Figure 1. I/O nets highlighted.
Bar = 10 um.
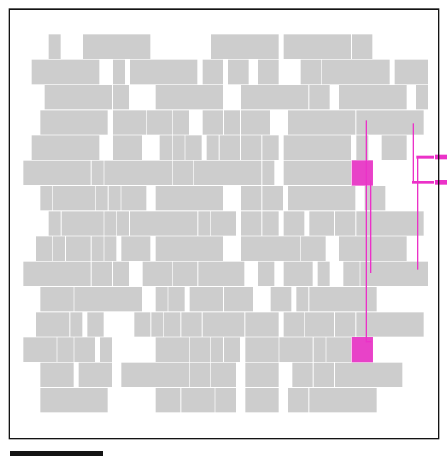
Figure 2. Congestion heat map.
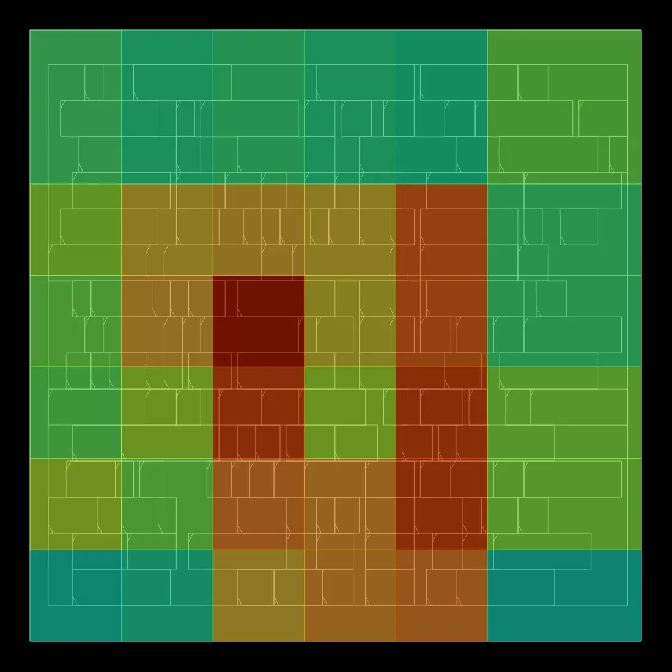
Design controller_fsm_flat, sky130hd; sources not shown.
==> results.yml <==
# implementation run metrics
status:
  status: "completed"
power:
  p_total_w: 0.0004035
  internal-power_w: 0.0002833
  powerDensity_nw_per_um2: 279.5
floorplan:
  num_rows: 15
  die_x_um: 46.12
  die_h_um: 46.12
logic_synthesis:
  ys_sh_aoi_pct: 16.14
  ys_sh_simple_pct: 38.85
  edf_count: 0
  synth_chip_area_um2: 914.6
  ys_ff: 17
routing:
  drc: 0
  wl_met3_um: 131
  viasPerCell: 5.665
clock_network:
  cts_hold_buffers: 0
  cts_buffers: 3
  post_cts_buffers: 0
  clkSinkCount: 17
timing:
  fin_ws_ps: 263.3
  drv_slew: 0
  setup_viol: 0
  tightest_slew_ps: 725.9
setup_path:
  cpMaxStageDelayCell: "clkdlybuf4s50_1"
  cp_cell_sequence: "clkdlybuf4s50_1 > xor2_1 > nor3b_2 > a21oi_1 > nand2_1 > a21oi_1 > buf_12"
  reg2regPathDepth: 4
  critPathKind: "primary input to output pin"
final_layout:
  drive_gt1_share_pct: 20.69
  fill_cells: 113
  clkCellAreaFrac_pct: 2.080
grt:
  use_met1_pct: 27.98
  grt_max_degree: 22
  grt_pass1_vias: 891
placement:
  place_ws_ps: 282.4
run:
  maxCapViolCount: 0
## Picture notes: Figure 1
| colour | port | direction | end cells | wire |
|---|---|---|---|---|
| magenta | `bus_ALUSrcA` | output | 2 | 56.2 um |
port bufs: 30
I/O Pins: 32

## Picture notes: Figure 2
total track usage: 25.77%
WL/cell: 13.95 um
GR met2 Demand/Resource: 47.04%
fin util: 80.98%
gr busiest metal: met2

Power figures rest on the tool's default switching activity, not on a simulated workload.
